File: src/rtl/palette_pkg.sv
// Shared fade-state encoding, default widths and the RGB triple type for palette_lut.
package palette_pkg;

  localparam int DEF_INDEX_W = 4;
  localparam int DEF_COLOR_W = 4;

  typedef enum logic [1:0] {
    IDLE,
    FADE_OUT,
    FADE_IN
  } fade_state_e;

  typedef struct packed {
    logic [DEF_COLOR_W-1:0] red;
    logic [DEF_COLOR_W-1:0] green;
    logic [DEF_COLOR_W-1:0] blue;
  } rgb_t;

endpackage

File: src/rtl/palette_fade_ctrl.sv
// Brightness fade controller: step divider, level L and fade FSM.
// Instantiated by palette_lut only when PALETTE_LUT_FADE_EN is defined.
module palette_fade_ctrl
  import palette_pkg::*;
#(
  parameter int COLOR_W  = DEF_COLOR_W,
  parameter int FADE_DIV = 4
) (
  input  logic             clk,
  input  logic             rst,
  input  logic             fade_start,
  input  logic             fade_dir,
  output logic [COLOR_W:0] level,
  output logic             fade_busy
);

  localparam int                 DIV_W      = (FADE_DIV > 1) ? $clog2(FADE_DIV) : 1;
  localparam logic [DIV_W-1:0]   DIV_LAST   = DIV_W'(FADE_DIV - 1);
  localparam logic [DIV_W-1:0]   DIV_ONE    = DIV_W'(1);
  localparam logic [COLOR_W:0]   LEVEL_MAX  = {1'b1, {COLOR_W{1'b0}}};
  localparam logic [COLOR_W:0]   LEVEL_ONE  = (COLOR_W + 1)'(1);
  localparam logic [COLOR_W:0]   LEVEL_PRE  = LEVEL_MAX - LEVEL_ONE;

  fade_state_e       state_q;
  logic [DIV_W-1:0]  div_q;
  logic [COLOR_W:0]  level_q;
  logic              busy_q;

  // NOTE: every flop here uses <= so each branch sees pre-edge values regardless of statement order.
  always_ff @(posedge clk or posedge rst) begin
    if (rst) begin
      state_q <= IDLE;
      div_q   <= '0;
      level_q <= LEVEL_MAX;
      busy_q  <= 1'b0;
    end else begin
      unique case (state_q)
        IDLE: begin
          if (fade_start) begin
            state_q <= fade_dir ? FADE_OUT : FADE_IN;
            div_q   <= '0;
            busy_q  <= 1'b1;
          end
        end
        FADE_OUT: begin
          if (div_q == DIV_LAST) begin
            div_q <= '0;
            if (level_q != '0) level_q <= level_q - LEVEL_ONE;
            // A fade that starts at its target still waits for one step boundary.
            if (level_q == '0 || level_q == LEVEL_ONE) begin
              state_q <= IDLE;
              busy_q  <= 1'b0;
            end
          end else begin
            div_q <= div_q + DIV_ONE;
          end
        end
        FADE_IN: begin
          if (div_q == DIV_LAST) begin
            div_q <= '0;
            if (level_q != LEVEL_MAX) level_q <= level_q + LEVEL_ONE;
            if (level_q == LEVEL_MAX || level_q == LEVEL_PRE) begin
              state_q <= IDLE;
              busy_q  <= 1'b0;
            end
          end else begin
            div_q <= div_q + DIV_ONE;
          end
        end
        default: begin
          state_q <= IDLE;
          busy_q  <= 1'b0;
        end
      endcase
    end
  end

  assign level     = level_q;
  assign fade_busy = busy_q;

endmodule

File: src/rtl/palette_lut.sv
// Palette lookup: register-array palette, 2-stage lookup pipeline, optional
// brightness fade/scaling enabled by defining PALETTE_LUT_FADE_EN.
module palette_lut
  import palette_pkg::*;
#(
  parameter int INDEX_W  = DEF_INDEX_W,
  parameter int COLOR_W  = DEF_COLOR_W,
  parameter int FADE_DIV = 4
) (
  input  logic                 clk,
  input  logic                 rst,
  input  logic                 wr_en,
  input  logic [INDEX_W-1:0]   wr_addr,
  input  logic [3*COLOR_W-1:0] wr_rgb,
  input  logic                 pix_valid,
  input  logic [INDEX_W-1:0]   pix_index,
  input  logic                 fade_start,
  input  logic                 fade_dir,
  output logic                 out_valid,
  output logic [COLOR_W-1:0]   red,
  output logic [COLOR_W-1:0]   green,
  output logic [COLOR_W-1:0]   blue,
  output logic                 fade_busy
);

  localparam int ENTRIES = 2 ** INDEX_W;
  localparam int RGB_W   = 3 * COLOR_W;

  logic [RGB_W-1:0] palette_q [ENTRIES];
  logic [RGB_W-1:0] palette_d [ENTRIES];
  logic             s1_valid_q, s1_valid_d;
  logic [RGB_W-1:0] s1_rgb_q, s1_rgb_d;
  logic             out_valid_q, out_valid_d;
  logic [RGB_W-1:0] out_rgb_q, out_rgb_d;
  logic [RGB_W-1:0] scaled_rgb;

  // NOTE: palette_d starts as a copy of palette_q so every path assigns it and no latch is inferred.
  always_comb begin
    palette_d = palette_q;
    if (wr_en) palette_d[wr_addr] = wr_rgb;
  end

  // Stage 1 reads the pre-write palette, so a same-cycle write/read returns the old entry.
  always_comb begin
    s1_valid_d  = pix_valid;
    s1_rgb_d    = palette_q[pix_index];
    out_valid_d = s1_valid_q;
    out_rgb_d   = s1_valid_q ? scaled_rgb : out_rgb_q;
  end

`ifdef PALETTE_LUT_FADE_EN
  localparam int PROD_W = 2 * COLOR_W + 1;

  logic [COLOR_W:0] level;

  palette_fade_ctrl #(
    .COLOR_W  (COLOR_W),
    .FADE_DIV (FADE_DIV)
  ) u_fade_ctrl (
    .clk        (clk),
    .rst        (rst),
    .fade_start (fade_start),
    .fade_dir   (fade_dir),
    .level      (level),
    .fade_busy  (fade_busy)
  );

  function automatic logic [COLOR_W-1:0] scale_chan(input logic [COLOR_W-1:0] c,
                                                    input logic [COLOR_W:0]   l);
    logic [PROD_W-1:0] prod;
    prod = PROD_W'(c) * PROD_W'(l);
    return COLOR_W'(prod >> COLOR_W);
  endfunction

  always_comb begin
    scaled_rgb = {scale_chan(s1_rgb_q[RGB_W-1 -: COLOR_W], level),
                  scale_chan(s1_rgb_q[2*COLOR_W-1 -: COLOR_W], level),
                  scale_chan(s1_rgb_q[COLOR_W-1:0], level)};
  end
`else
  localparam int unused_fade_div = FADE_DIV;
  logic          unused_fade_inputs;

  assign unused_fade_inputs = ^{fade_start, fade_dir};
  assign scaled_rgb         = s1_rgb_q;
  assign fade_busy          = 1'b0;
`endif

  // NOTE: the palette is a flop array rather than a RAM, so it takes a per-entry grey reset value.
  always_ff @(posedge clk or posedge rst) begin
    if (rst) begin
      for (int i = 0; i < ENTRIES; i++) palette_q[i] <= {3{COLOR_W'(i)}};
      s1_valid_q  <= 1'b0;
      s1_rgb_q    <= '0;
      out_valid_q <= 1'b0;
      out_rgb_q   <= '0;
    end else begin
      palette_q   <= palette_d;
      s1_valid_q  <= s1_valid_d;
      s1_rgb_q    <= s1_rgb_d;
      out_valid_q <= out_valid_d;
      out_rgb_q   <= out_rgb_d;
    end
  end

  assign out_valid = out_valid_q;
  assign red       = out_rgb_q[RGB_W-1 -: COLOR_W];
  assign green     = out_rgb_q[2*COLOR_W-1 -: COLOR_W];
  assign blue      = out_rgb_q[COLOR_W-1:0];

endmodule

File: config.mk
export PLATFORM = sky130hd
export DESIGN_NAME = palette_lut
export DESIGN_NICKNAME = d
export VERILOG_FILES = /design/src/rtl/palette_pkg.sv /design/src/rtl/palette_fade_ctrl.sv /design/src/rtl/palette_lut.sv
export SDC_FILE = /design/constraint.sdc
export NUM_CORES = 1
export LEC_CHECK = 0
export CAP_MARGIN = 20
export CORE_MARGIN = 1.5
export CORE_UTILIZATION = 25
export CTS_BUF_LIST = sky130_fd_sc_hd__clkbuf_4
export CTS_CLUSTER_SIZE = 10
export DETAILED_ROUTE_END_ITERATION = 6
export GPL_TIMING_DRIVEN = 1
export PLACE_DENSITY_LB_ADDON = 0.15
export SYNTH_ARGS = -nofsm -noshare
export SYNTH_HDL_FRONTEND = slang
export SYNTH_SLANG_ARGS = --single-unit
File: constraint.sdc
create_clock -name clk -period 7.9 [get_ports clk]
set_input_delay 0.79 -clock clk [delete_from_list [all_inputs] [get_ports clk]]
set_output_delay 0.79 -clock clk [all_outputs]
set_load 0.02 [all_outputs]
Fig. 1: congestion heat map
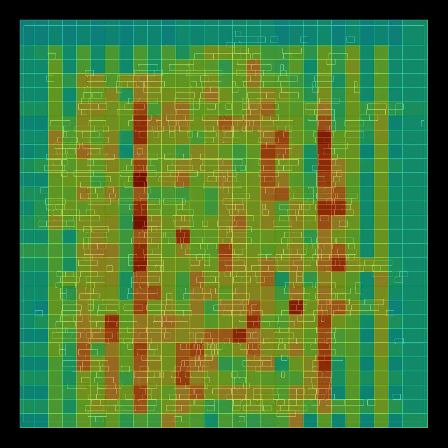
met2 usage: 23.5%
busiest layer in global routing: met2
overall routing resource usage: 13.4%

Fig. 2: wire density map
40 x 40 tiles, from white (low) to dark blue (high), scaled to the fullest tile. Values are wire area over tile area, all layers added.
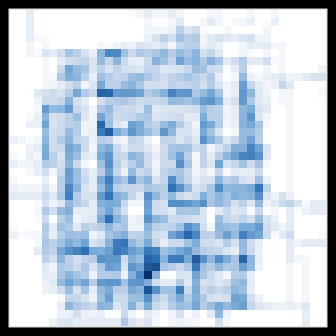
- mean over tiles: 0.098
- emptiest ninth of the die: north-east
- fullest tile: 0.49
via count: 5391
wire per inst: 20.6 µm
WL final: 25.1 mm

Fig. 3: zoomed window
The bar under the picture is 5 µm long. Window x 139 to 159, y 139 to 159 µm. Cells in gray, sequential cells in the stronger gray; small squares are vias.
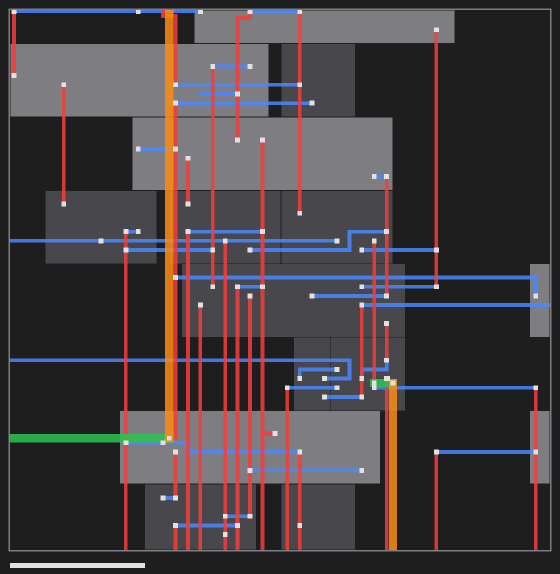
- green: metal 3
- blue: metal 1
- orange: metal 4
- red: metal 2
- sequential cells in the window: 3
- most frequent: mux2_2 (4), dfstp_2 (3), clkbuf_4 (2)
- netlist names of flops here include: palette_q (3)
- cells with their middle in the window: 12

==> Changelog: implementation <==
## Implementation

- Status: complete, no violations
- DP Wirelength: 15.0 mm
- Die height: 199 µm
- Area fraction in compound gates: 1.88%
- MI comb area: 0.00379 mm²
- RR Endpoint: s1_rgb_q[3]
- DRC: 0
- Seq pwr share: 49.9%
- Number of global-route vias before repair: 6139
- Pre-CTS setup slack: 4.59 ns
- Dpl cell area: 0.0105 mm²
- Synth-to-Final Area Change: 18.0%
- Hold Path End: out_rgb_q[8]
- Largest net degree at the start of global routing: 107
- Crit path depth: 4
- Synth top cell by count: mux2_2
- CP Launch Type: input port
- Int Power: 2.37 mW
- Worst Path Required: 8.48 ns
- Wire length on met1: 10.4 mm
- Clk_skew: 0.0365 ns
- Fraction of registers with async set/reset: 100%
- Max H-tree Level: 2
- Crit path largest cell delay: 0.83 ns
- R2r startpoint: palette_q[87]
- I/O pin count: 40
- Post-layout period usage of the worst path: 32.2%
- CP Class: in2reg
- Number of fill cells: 3799
- Core Area: 0.0377 mm²
- Post-synth EDFFs: 0
- Floorplan Utilization: 25.4%
- Commonest cells in the netlist: mux2_2 (194), dfrtp_1 (122), dfstp_2 (96), mux4_2 (48), a22oi_1 (24)
- Slowest CP cell: nand3_1
- Fin Hold WS: 0.465 ns
- Hold WC Path Type: reg2reg
- Crit path capture: palette_q[121]
- GR Overflow Total: 0
[registers in the layout, summed over array words and instances, names as in the netlist]
name / count
s1_rgb_q: 12
out_valid: 1
out_valid_d: 1
palette_q: 192
out_rgb_q: 12
[cells in the final DEF (no fill, tap or decap), drive strengths merged]
cell type and n:
or3 2, nor2 8, clkdlybuf4s50 34, nand3b 3, and2 1, conb 1, clkbuf 100, mux4 48
nor2b 2, mux2 204, dfstp 96, dfrtp 122, nor3b 2, or4 1, nand3 3, inv 2
nor3 3, clkinv 14, diode 2, buf 15, nand2b 3, a22oi 24, nand2 15
[power groups by stage]
stage	clock network [mW]	logic, mW	registers [mW]
after floorplan	0	0.399	1.58
after global placement	0	0.541	1.58
after global routing	1.15	0.602	1.62
final	1.04	0.552	1.59
after CTS	1.09	0.564	1.59
after detailed placement	0	0.564	1.61
Power is estimated from default activity; no workload was simulated.
